Figure 1. Met1 routing (run 1).
Scale bar: 50 um.
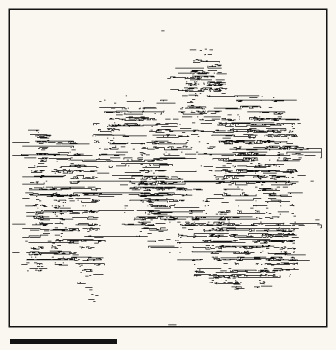
Figure 2. M2 wires (run 1).
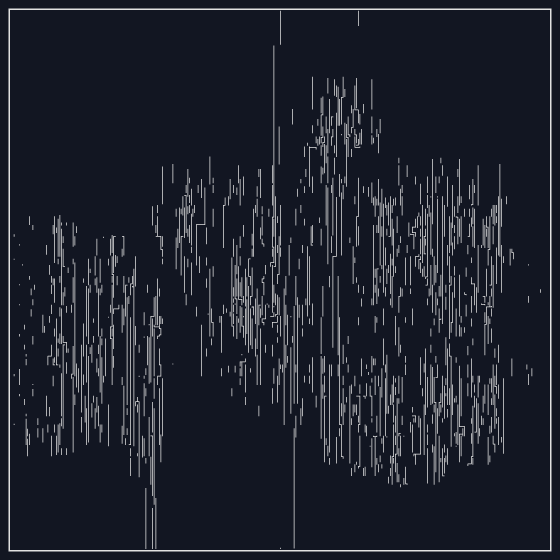
Figure 3. The metal 3 layer (run 1).
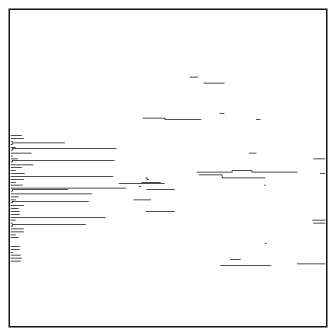
$ cat src/rtl/pll_ctrl_pkg.sv
// Shared state encoding and default tuning constants for the PLL acquisition sequencer.
package pll_ctrl_pkg;

  typedef enum logic [2:0] {
    ST_IDLE     = 3'd0,
    ST_SWEEP    = 3'd1,
    ST_TRACK    = 3'd2,
    ST_LOCKED   = 3'd3,
    ST_HOLDOVER = 3'd4
  } pll_state_e;

  localparam int DEF_FW         = 10;
  localparam int DEF_DWELL_LOG2 = 14;
  localparam int DEF_SWEEP_STEP = 4;
  localparam int DEF_WIN_LOG2   = 16;
  localparam int DEF_LOCK_MAX   = 32;
  localparam int DEF_LOCK_WINS  = 4;
  localparam int DEF_NOSIG      = 2000;

endpackage

$ cat src/rtl/pll_win_meter.sv
// Measurement window for the acquisition sequencer: a restartable 2^N counter whose length
// is picked at runtime by a mask, plus saturating slew-active and feedback-edge counts.
module pll_win_meter
  import pll_ctrl_pkg::*;
#(
  parameter int CW = 16,
  parameter int SW = CW + 1
) (
  input  logic          clk_50,
  input  logic          rst_n,
  input  logic          restart,
  input  logic [CW-1:0] mask,
  input  logic          slew_act,
  input  logic          fb_edge,
  output logic          win_end,
  output logic [SW-1:0] slew_cnt,
  output logic [SW-1:0] edge_cnt
);

  logic [CW-1:0] win_cnt;
  logic [SW-1:0] slew_acc;
  logic [SW-1:0] edge_acc;

  function automatic logic [SW-1:0] sat_inc(input logic [SW-1:0] v, input logic inc);
    return (&v) ? v : v + {{(SW-1){1'b0}}, inc};
  endfunction

  // Counts reported at win_end already include the current cycle.
  assign win_end  = (win_cnt & mask) == mask;
  assign slew_cnt = sat_inc(slew_acc, slew_act);
  assign edge_cnt = sat_inc(edge_acc, fb_edge);

  always_ff @(posedge clk_50) begin
    if (!rst_n) begin
      win_cnt <= '0;
    end else if (restart || win_end) begin
      win_cnt <= '0;
    end else begin
      win_cnt <= win_cnt + CW'(1);
    end
  end

  // Accumulators are cleared by restart, which the sequencer holds while idle.
  always_ff @(posedge clk_50) begin
    if (restart || win_end) begin
      slew_acc <= '0;
      edge_acc <= '0;
    end else begin
      slew_acc <= slew_cnt;
      edge_acc <= edge_cnt;
    end
  end

endmodule

$ cat src/rtl/pll_acq_ctrl.sv
// NCO acquisition/lock sequencer: sweeps the frequency word, hands over to tracking,
// declares lock from slew activity. Define PLL_ACQ_HOLDOVER_EN to build the holdover state.
module pll_acq_ctrl
  import pll_ctrl_pkg::*;
#(
  parameter int FW         = DEF_FW,
  parameter int DWELL_LOG2 = DEF_DWELL_LOG2,
  parameter int SWEEP_STEP = DEF_SWEEP_STEP,
  parameter int WIN_LOG2   = DEF_WIN_LOG2,
  parameter int LOCK_MAX   = DEF_LOCK_MAX,
  parameter int LOCK_WINS  = DEF_LOCK_WINS,
  parameter int NOSIG      = DEF_NOSIG
) (
  input  logic          clk_50,
  input  logic          rst_n,
  input  logic          enable,
  input  logic          fb_edge,
  input  logic          slew_fast,
  input  logic          slew_slow,
  input  logic [FW-1:0] freq_min,
  input  logic [FW-1:0] freq_max,
  input  logic [FW-1:0] freq_cur,
  output logic          freq_load,
  output logic [FW-1:0] freq_set,
  output logic          track_en,
  output logic          locked,
  output logic          holdover,
  output logic [2:0]    state
);

  localparam int CW = (WIN_LOG2 > DWELL_LOG2) ? WIN_LOG2 : DWELL_LOG2;
  localparam int SW = CW + 1;
  localparam int NW = $clog2(NOSIG + 1);
  localparam int GW = $clog2(LOCK_WINS + 1);

  localparam logic [CW-1:0] DWELL_MASK = CW'((64'd1 << DWELL_LOG2) - 64'd1);
  localparam logic [CW-1:0] WIN_MASK   = CW'((64'd1 << WIN_LOG2) - 64'd1);
  localparam logic [SW-1:0] DWELL_HALF = SW'(64'd1 << (DWELL_LOG2 - 1));
  localparam logic [SW-1:0] QUIET_MAX  = SW'(LOCK_MAX);
  localparam logic [SW-1:0] MIN_EDGES  = SW'(2);
  localparam logic [FW:0]   STEP_W     = (FW+1)'(SWEEP_STEP);
  localparam logic [NW-1:0] NOSIG_W    = NW'(NOSIG);
  localparam logic [GW-1:0] WINS_W     = GW'(LOCK_WINS);

  pll_state_e    st, st_nxt;
  logic [FW-1:0] freq_set_nxt;
  logic          load_nxt;
  logic [GW-1:0] good, good_nxt, good_inc;
  logic [NW-1:0] nosig_cnt;
  logic          lost, railed, quiet;
  logic [FW:0]   step_sum;

  logic          restart;
  logic [CW-1:0] win_mask;
  logic          win_end;
  logic [SW-1:0] slew_cnt, edge_cnt;

  assign restart  = (st_nxt != st) || (st == ST_IDLE);
  assign win_mask = (st == ST_SWEEP) ? DWELL_MASK : WIN_MASK;

  pll_win_meter #(
    .CW(CW),
    .SW(SW)
  ) u_meter (
    .clk_50  (clk_50),
    .rst_n   (rst_n),
    .restart (restart),
    .mask    (win_mask),
    .slew_act(slew_fast | slew_slow),
    .fb_edge (fb_edge),
    .win_end (win_end),
    .slew_cnt(slew_cnt),
    .edge_cnt(edge_cnt)
  );

  always_ff @(posedge clk_50) begin
    if (!rst_n) begin
      nosig_cnt <= '0;
    end else if (fb_edge) begin
      nosig_cnt <= '0;
    end else if (nosig_cnt != NOSIG_W) begin
      nosig_cnt <= nosig_cnt + NW'(1);
    end
  end

  assign lost     = (nosig_cnt == NOSIG_W);
  assign railed   = (freq_cur == freq_min) || (freq_cur == freq_max);
  assign quiet    = (slew_cnt <= QUIET_MAX);
  assign step_sum = {1'b0, freq_set} + STEP_W;
  assign good_inc = good + GW'(1);

  // Loss of signal is held off for one cycle after a load so loads never abut.
  always_comb begin
    st_nxt       = st;
    freq_set_nxt = freq_set;
    load_nxt     = 1'b0;
    good_nxt     = good;
    if (!enable) begin
      st_nxt = ST_IDLE;
    end else if (lost && !freq_load && (st == ST_TRACK || st == ST_LOCKED)) begin
`ifdef PLL_ACQ_HOLDOVER_EN
      st_nxt       = ST_HOLDOVER;
      freq_set_nxt = freq_cur;
      load_nxt     = 1'b1;
`else
      st_nxt       = ST_SWEEP;
      freq_set_nxt = freq_min;
      load_nxt     = 1'b1;
`endif
    end else begin
      case (st)
        ST_IDLE: begin
          st_nxt       = ST_SWEEP;
          freq_set_nxt = freq_min;
          load_nxt     = 1'b1;
        end
        ST_SWEEP: begin
          if (win_end) begin
            load_nxt = 1'b1;
            if (edge_cnt >= MIN_EDGES && slew_cnt < DWELL_HALF) begin
              st_nxt = ST_TRACK;
            end else if (step_sum > {1'b0, freq_max}) begin
              freq_set_nxt = freq_min;
            end else begin
              freq_set_nxt = step_sum[FW-1:0];
            end
          end
        end
        ST_TRACK: begin
          if (win_end) begin
            if (railed) begin
              st_nxt       = ST_SWEEP;
              freq_set_nxt = freq_min;
              load_nxt     = 1'b1;
            end else if (quiet) begin
              if (good_inc == WINS_W) begin
                st_nxt = ST_LOCKED;
              end else begin
                good_nxt = good_inc;
              end
            end else begin
              good_nxt = '0;
            end
          end
        end
        ST_LOCKED: begin
          if (win_end && !quiet) begin
            st_nxt = ST_TRACK;
          end
        end
`ifdef PLL_ACQ_HOLDOVER_EN
        ST_HOLDOVER: begin
          if (fb_edge) begin
            st_nxt = ST_TRACK;
          end
        end
`endif
        default: st_nxt = ST_IDLE;
      endcase
    end
  end

  // Registered state and outputs; flags are decoded from the next state.
  always_ff @(posedge clk_50) begin
    if (!rst_n) begin
      st        <= ST_IDLE;
      freq_set  <= '0;
      freq_load <= 1'b0;
      track_en  <= 1'b0;
      locked    <= 1'b0;
      good      <= '0;
    end else begin
      st        <= st_nxt;
      freq_set  <= freq_set_nxt;
      freq_load <= load_nxt;
      track_en  <= (st_nxt == ST_TRACK) || (st_nxt == ST_LOCKED);
      locked    <= (st_nxt == ST_LOCKED);
      good      <= (st == ST_TRACK && st_nxt == ST_TRACK) ? good_nxt : '0;
    end
  end

`ifdef PLL_ACQ_HOLDOVER_EN
  always_ff @(posedge clk_50) begin
    if (!rst_n) begin
      holdover <= 1'b0;
    end else begin
      holdover <= (st_nxt == ST_HOLDOVER);
    end
  end
`else
  assign holdover = 1'b0;
`endif

  assign state = st;

endmodule

$ cat config.mk
export PLATFORM = sky130hd
export DESIGN_NAME = pll_acq_ctrl
export DESIGN_NICKNAME = d
export VERILOG_FILES = /design/src/rtl/pll_ctrl_pkg.sv /design/src/rtl/pll_win_meter.sv /design/src/rtl/pll_acq_ctrl.sv
export SDC_FILE = /design/constraint.sdc
export NUM_CORES = 1
export LEC_CHECK = 0
export ABC_AREA = 1
export CAP_MARGIN = 20
export CORE_MARGIN = 2
export CORE_UTILIZATION = 25
export CTS_BUF_LIST = sky130_fd_sc_hd__clkbuf_2
export CTS_CLUSTER_DIAMETER = 60
export DETAILED_ROUTE_END_ITERATION = 8
export SLEW_MARGIN = 0
export SYNTH_ARGS = -nofsm -noshare
export SYNTH_HDL_FRONTEND = slang
export SYNTH_SLANG_ARGS = --single-unit
$ cat constraint.sdc
create_clock -name clk_50 -period 3.55 [get_ports clk_50]
set_clock_uncertainty 0.15 [all_clocks]
set_input_delay 0.71 -clock clk_50 [delete_from_list [all_inputs] [get_ports clk_50]]
set_output_delay 0.71 -clock clk_50 [all_outputs]
set_load 0.02 [all_outputs]
==> run_results.csv, run 1 <==
group,metric,value,unit
run_status,run_status,"finished, final reports clean",
synthesis,yosysTopAreaCellShare,31.2,%
power_and_ir_drop,clock_power,0.501,mW
min_path,whs_endpoint,"u_meter.win_cnt[0]$_SDFF_PP0_",
clock_tree,clock_tree.buffer_depth,2,
worst_setup_path,crit_path_start,"slew_slow",
power_and_ir_drop,powerComb,0.242,mW
power_and_ir_drop,share_seq_of_total_power,55.6,%
synthesis,async_set_or_reset_register_ratio_after_synthesis,0,%
synthesis,dominantRegCellSynth,"sky130_fd_sc_hd__dfxtp_1",
worst_setup_path,timing.reg2reg.worst_path_depth,15,
synthesis,synth_chip_area,5130,sq um
final_layout,logic_area,2990,sq um
die,pin_count,53,
clock_tree,clk_pin_slew_worst_paths,220,ps
drt,top_layer,"met4",
min_path,hold_path.class,"reg2reg",
place,gpl.final_weighted_congestion,0.798,
worst_setup_path,crit-reg2reg-launch,"freq_set[2]$_SDFFE_PN0P_",
sta,worstMarginPinSlew,518,ps
worst_setup_path,crit_path_top_delay_cell,"sky130_fd_sc_hd__clkdlybuf4s50_1",
sta,grt_setup_unrepaired,"no",
worst_setup_path,worstSetupEndpointType,"flop",
die,die-width,147,um
worst_setup_path,worstPathArrival,3580,ps
final_layout,seq_cells,80,
drt,route.met2.wl,5.18,mm
global_routing,top_usage_layer,"met2",
flow_run,max-cap-violations,0,
synthesis,synth_flops,80,
sta,fmax,311,MHz
sta,postLayoutSetupSlackWorst,336,ps
synthesis,simple_gate_share,40.6,%
worst_setup_path,setup.reg_to_reg.worst_slack,550,ps
power_and_ir_drop,power_report.internal_total,1.20,mW
drt,drt-initial-drc-count,238,
power_and_ir_drop,pwr-share-clk,29.9,%
min_path,hold_path_depth,1,
sta,hold-worst-slack,319,ps
synthesis,synth-seq-area-share,31.2,%
worst_setup_path,cp.depth,20,
final_layout,area.growth.synth_to_final,25.0,%
flow_run,stage_log_warnings,29,
power_and_ir_drop,switching_power,0.478,mW
final_layout,largest_class,"combinational gates",
final_layout,ff_latch_area,1600,sq um
place,post-dp-hpwl,9.51,mm
die,floorplan.die_area,21700,sq um
sta,fin_crit_sh,90.5,%
final_layout,diodes,0,
final_layout,comb_cells,584,
die,chipHeight,147,um
final_layout,final_core_util,31.8,%
global_routing,met1_usage,14.8,%
synthesis,syn-mean-instance-area,6.45,sq um
die,placement_rows,52,
synthesis,ys_sh_mux,0,%
synthesis,syn_inst,796,
place,placement.io_buffers,51,
worst_setup_path,worst-path-max-fanout,16,
clock_tree,postCtsResizedCells,0,
clock_tree,cts-root-buf,"sky130_fd_sc_hd__clkbuf_2",
sta,final-max-slew-violation-count,0,
final_layout,area_share_clock_buf_inv,1.70,%
power_and_ir_drop,post-layout-total-power,1.67,mW
worst_setup_path,timing.critical_path.buf_inv,2,
power_and_ir_drop,power_leader,"registers",
final_layout,layout.cell_area.non_filler,6420,sq um
final_layout,layout.filler_cells,2225,
final_layout,num-clock-buffers,10,
clock_tree,cts_setup_buffers,0,
min_path,hold_path.startpoint,"u_meter.win_cnt[0]$_SDFF_PP0_",
place,place_ws,-266,ps
drt,via_per_inst,4.15,
clock_tree,ctsHtreeMaxLevel,3,
global_routing,grt.total_usage,11.6,%
power_and_ir_drop,total_leakage_power,2.74,nW
worst_setup_path,setup.worst_path.class,"in2reg",
global_routing,wire_length_of_the_first_global_routing_pass,20.7,mm
sta,finalSetupViolCount,0,
worst_setup_path,cell_family_with_the_largest_share_of_critical_path_delay,"simple AND/OR/NAND/NOR gates",
final_layout,fin_nets,957,
Back to the opening pictures, Figure 1:
share of all routed wire: 49%
nets with wire on the layer: 878

Back to the opening pictures, Figure 2:
wire length on this layer: 5180 um
share of all routed wire: 44%
longest straight run: 48.3 um
total wire length after detailed routing: 11.9 mm
via total after detailed routing: 4882
met2 GRT Util: 18.7%

Back to the opening pictures, Figure 3:
share of all routed wire: 6.6%
wire length on this layer: 789 um
met3 Use GR: 3.51%

==> run 1: placed cells by master (no fill, tap or decap), types with 16 or more instances in the layout <==
cell type	Yosys	final
sky130_fd_sc_hd__nand2_1	169	169
sky130_fd_sc_hd__nor2_1	161	161
sky130_fd_sc_hd__inv_1	121	121
sky130_fd_sc_hd__dfxtp_1	80	80
sky130_fd_sc_hd__nand3_1	52	52
sky130_fd_sc_hd__clkdlybuf4s50_1	0	51
sky130_fd_sc_hd__buf_4	1	48
sky130_fd_sc_hd__xor2_1	28	28
sky130_fd_sc_hd__o21ai_0	26	26
sky130_fd_sc_hd__ha_1	21	21
sky130_fd_sc_hd__a21oi_1	20	20
sky130_fd_sc_hd__nand4_1	19	19
sky130_fd_sc_hd__nor2_2	16	16
==> run 1 -> run 2 <==
--- a/config.mk
+++ b/config.mk
@@ -8,10 +8,12 @@
 export ABC_AREA = 1
 export CAP_MARGIN = 20
 export CORE_MARGIN = 2
-export CORE_UTILIZATION = 25
+export CORE_UTILIZATION = 35
 export CTS_BUF_LIST = sky130_fd_sc_hd__clkbuf_2
 export CTS_CLUSTER_DIAMETER = 60
 export DETAILED_ROUTE_END_ITERATION = 8
+export GPL_TIMING_DRIVEN = 1
+export PLACE_DENSITY_LB_ADDON = 0.1
 export SLEW_MARGIN = 0
 export SYNTH_ARGS = -nofsm -noshare
 export SYNTH_HDL_FRONTEND = slang
==> run 2 against run 1 <==
Compared with the run above:
- count of clock-buffer cells in the layout down 1
- global-route usage up 4.9 points
- final area is 2.6% lower
- critical endpoint is now u_meter.win_cnt[2]$_SDFF_PP0_
- die area is 28% lower
- critical path depth is the same
- synthesized area did not move
- worst setup slack worse by 120 ps
- sequential power hardly changed
- first-iteration DRC count is 0.84% higher
- fmax fell by 3.6%
==> run_results.csv, run 2 <==
group,metric,value,unit
place,gpl.final_weighted_congestion,0.866,
power_and_ir_drop,clock_power,0.466,mW
drt,via_per_inst,4.63,
final_layout,largest_class,"combinational gates",
final_layout,layout.cell_area.non_filler,6250,sq um
drt,drt-initial-drc-count,240,
final_layout,mostFrequentLayoutCell,"sky130_fd_sc_hd__nand2_1",
synthesis,synth_chip_area,5130,sq um
global_routing,grtUsageMet2,28.8,%
place,placement.io_buffers,51,
power_and_ir_drop,power_leader,"registers",
final_layout,comb_cells,585,
final_layout,num-clock-buffers,9,
sta,final-max-slew-violation-count,0,
drt,totalWireLength,12.6,mm
flow_run,stage_log_warnings,29,
place,place_ws,-367,ps
synthesis,dominantRegCellSynth,"sky130_fd_sc_hd__dfxtp_1",
power_and_ir_drop,power_report.internal_total,1.13,mW
final_layout,diodes,0,
worst_setup_path,cp_slowest_stage_delay,390,ps
power_and_ir_drop,post-layout-total-power,1.64,mW
clock_tree,ctsHtreeMaxLevel,3,
power_and_ir_drop,switching_power,0.512,mW
worst_setup_path,worstPathArrival,3720,ps
sta,finalSetupViolCount,0,
sta,worstMarginPinSlew,493,ps
final_layout,ff_latch_area,1600,sq um
sta,fmax,300,MHz
final_layout,area_share_clock_buf_inv,1.60,%
global_routing,wire_length_of_the_first_global_routing_pass,21.7,mm
sta,postLayoutSetupSlackWorst,217,ps
final_layout,comb_area_share,48.0,%
synthesis,simple_gate_share,40.6,%
synthesis,yosysTopAreaCellShare,31.2,%
power_and_ir_drop,share_seq_of_total_power,56.7,%
worst_setup_path,setup.worst_path.class,"in2reg",
worst_setup_path,worst-path-max-fanout,8,
sta,fin_crit_sh,93.9,%
final_layout,logic_area,3000,sq um
die,floorplan.die_area,15600,sq um
clock_tree,postCtsResizedCells,0,
sta,hold-worst-slack,317,ps
final_layout,fin_cells,1082,
clock_tree,clock_tree.buffer_depth,2,
sta,grt_setup_unrepaired,"no",
global_routing,grt.total_usage,16.5,%
die,pin_count,53,
final_layout,final_layout_top_logic_cells,"169 x sky130_fd_sc_hd__nand2_1, 160 x sky130_fd_sc_hd__nor2_1, 121 x sky130_fd_sc_hd__inv_1, 80 x sky130_fd_sc_hd__dfxtp_1, 52 x sky130_fd_sc_hd__nand3_1",
run_status,run_status,"finished, final reports clean",
synthesis,synth-seq-area-share,31.2,%
synthesis,ys_sh_mux,0,%
drt,top_layer,"met4",
worst_setup_path,worstSetupEndpointType,"flop",
power_and_ir_drop,p_per_area,263,nW/um^2
synthesis,syn_inst,796,
global_routing,met1_usage,20.2,%
final_layout,final_core_util,43.4,%
worst_setup_path,crit_path_top_delay_cell,"sky130_fd_sc_hd__clkdlybuf4s50_1",
final_layout,fin_nets,950,
power_and_ir_drop,total_leakage_power,2.69,nW
synthesis,async_set_or_reset_register_ratio_after_synthesis,0,%
synthesis,synth_flops,80,
power_and_ir_drop,powerComb,0.245,mW
final_layout,buffers,93,
global_routing,top_usage_layer,"met2",
synthesis,top_cells_by_area,"sky130_fd_sc_hd__dfxtp_1 31%, sky130_fd_sc_hd__nand2_1 12%, sky130_fd_sc_hd__nor2_1 12%",
clock_tree,clk_pin_slew_worst_paths,230,ps
die,placement_rows,44,
drt,vias,5013,
global_routing,groute.layer.met3.usage,4.32,%
final_layout,layout.filler_cells,1529,
place,post-dp-hpwl,10.0,mm
power_and_ir_drop,pwr-share-clk,28.4,%
final_layout,area.growth.synth_to_final,21.8,%
flow_run,max-cap-violations,0,
synthesis,syn-mean-instance-area,6.45,sq um
## run 2: worst max-delay path: cells and delay by family
kind	cells	cell delay (ps)
buffers and inverters	2	440
adders and majority gates	2	410
xor gates and xnor gates	1	160
and+or+nand+nor	15	2000
## run 2: path summary, 6_finish.rpt
path | startpoint | to | slack [ps] | cells past startpoint
worst max-delay path | slew_slow | u_meter.win_cnt[2]$_SDFF_PP0_ | 220 | 20
worst max register to register | freq_set[2]$_SDFFE_PN0P_ | freq_set[9]$_SDFFE_PN0P_ | 440 | 16
worst min register to register | u_meter.win_cnt[0]$_SDFF_PP0_ | u_meter.win_cnt[0]$_SDFF_PP0_ | 320 | 1
worst min-delay path | u_meter.win_cnt[0]$_SDFF_PP0_ | u_meter.win_cnt[0]$_SDFF_PP0_ | 320 | 1
Figure 4. Wires at chosen ports, followed through buffers (run 2).
Scale bar: 50 um.
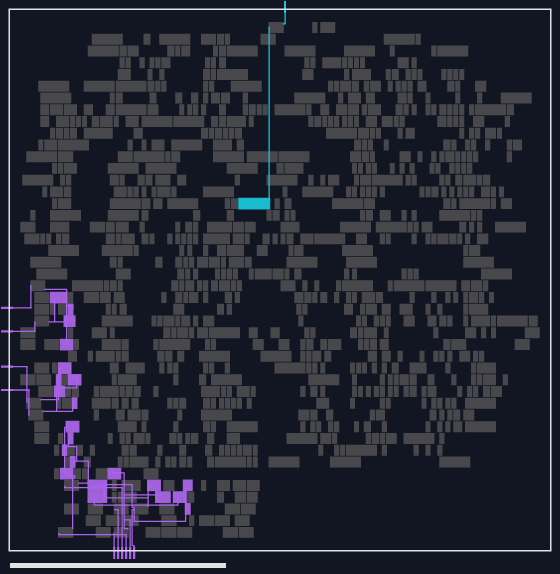
[freq_cur] purple | direction: input | end cells: 29 | wire: 341 um
[locked] cyan | direction: output | end cells: 1 | wire: 43.5 um

==> run 2 -> run 3 <==
--- a/config.mk
+++ b/config.mk
@@ -12,8 +12,8 @@
 export CTS_BUF_LIST = sky130_fd_sc_hd__clkbuf_2
 export CTS_CLUSTER_DIAMETER = 60
 export DETAILED_ROUTE_END_ITERATION = 8
-export GPL_TIMING_DRIVEN = 1
 export PLACE_DENSITY_LB_ADDON = 0.1
+export SETUP_SLACK_MARGIN = 0.4
 export SLEW_MARGIN = 0
 export SYNTH_ARGS = -nofsm -noshare
 export SYNTH_HDL_FRONTEND = slang
==> run 3 against run 2 <==
Compared with the run above:
- hold slack about the same
- largest cell class unchanged
- critical path depth increased by 1
- cell count grew 0.37%
- largest power group unchanged
- worst setup slack gained 230 ps
- highest routed layer unchanged
- via count is 2.2% higher
- wire length increased by 2.2%
- non-clock buffer count increased by 6
==> run_results.csv, run 3 <==
group,metric,value,unit
final_layout,logic_area,3170,sq um
worst_setup_path,crit_path_start,"slew_slow",
worst_setup_path,cp_capture_point,"u_meter.edge_acc[7]$_SDFF_PP0_",
worst_setup_path,setup.reg_to_reg.worst_slack,680,ps
worst_setup_path,timing.critical_path.buf_inv,2,
worst_setup_path,worst-path-max-fanout,5,
worst_setup_path,cp_slowest_stage_delay,460,ps
die,chipHeight,125,um
sta,hold-worst-slack,316,ps
power_and_ir_drop,powerComb,0.265,mW
synthesis,syn-mean-instance-area,6.45,sq um
sta,grt_setup_unrepaired,"yes",
run_status,run_status,"finished, final reports clean",
min_path,hold_path.class,"reg2reg",
global_routing,grt.total_usage,16.8,%
final_layout,mostFrequentLayoutCell,"sky130_fd_sc_hd__nand2_1",
die,pin_count,53,
drt,route.met2.wl,6.00,mm
synthesis,syn_inst,796,
sta,final-max-slew-violation-count,0,
die,floorplan.die_area,15600,sq um
synthesis,synth_chip_area,5130,sq um
final_layout,layout.filler_cells,1518,
worst_setup_path,crit_path_top_delay_cell,"sky130_fd_sc_hd__clkdlybuf4s50_1",
worst_setup_path,cell_family_with_the_largest_share_of_critical_path_delay,"simple AND/OR/NAND/NOR gates",
drt,drt-initial-drc-count,285,
die,die-width,125,um
place,placement.io_buffers,51,
final_layout,fin_nets,956,
sta,finalSetupViolCount,0,
final_layout,final_core_util,45.2,%
min_path,hold_path_depth,1,
power_and_ir_drop,power_report.internal_total,1.19,mW
drt,totalWireLength,12.9,mm
sta,fin_crit_sh,87.4,%
worst_setup_path,crit-reg2reg-launch,"u_meter.slew_acc[0]$_SDFF_PP0_",
power_and_ir_drop,total_leakage_power,2.79,nW
power_and_ir_drop,pwr-share-clk,27.7,%
sta,fmax,322,MHz
global_routing,wire_length_of_the_first_global_routing_pass,21.9,mm
synthesis,async_set_or_reset_register_ratio_after_synthesis,0,%
min_path,whs_endpoint,"u_meter.win_cnt[0]$_SDFF_PP0_",
min_path,hold_path.startpoint,"u_meter.win_cnt[0]$_SDFF_PP0_",
flow_run,stage_log_warnings,30,
place,post-dp-hpwl,9.95,mm
clock_tree,ctsHtreeMaxLevel,3,
## run 3: cell counts after synthesis
No cell type changed its count.
## run 3: layout make-up
cell class                 count  area share [%]
timing repair buffer          99            14.4
tap                          184            3.53
clock inverter                 5           0.768
clock buffer                   9           0.691
inverter                     124            7.20
multi-input combinational    585            48.7
sequential                    80            24.7
## run 3: stage by stage
step	setup WS, ps	area (sq um)	total power [mW]	instances
after global routing	321	6520	1.76	1086
final	447	6520	1.65	1086
after floorplan	400	5150	1.08	797
after detailed placement	-297	6160	1.19	1064
after global placement	-255	6160	1.19	1064
after CTS	400	6280	1.67	1079
## run 3: timing repair
item | 4_1_cts | 5_1_grt
endpoints found under the setup margin | 31 | 65
gates cloned | 1 | 1
resized | 4 | 42
pin swaps | 0 | 18
hold buffers | 0 | 0
buffers inserted | 0 | 6
Figure 5. M2 wires (run 3).
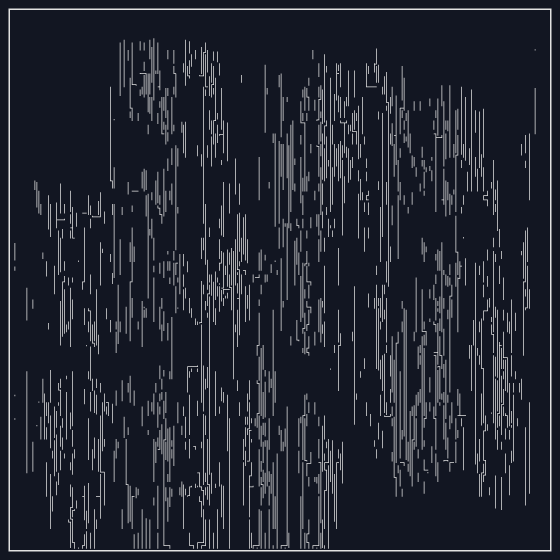
main direction: vertical
longest straight run: 46.6 um
nets with wire on the layer: 780
share of all routed wire: 47%
wire length on this layer: 6000 um

Power and IR drop assume default switching activity.
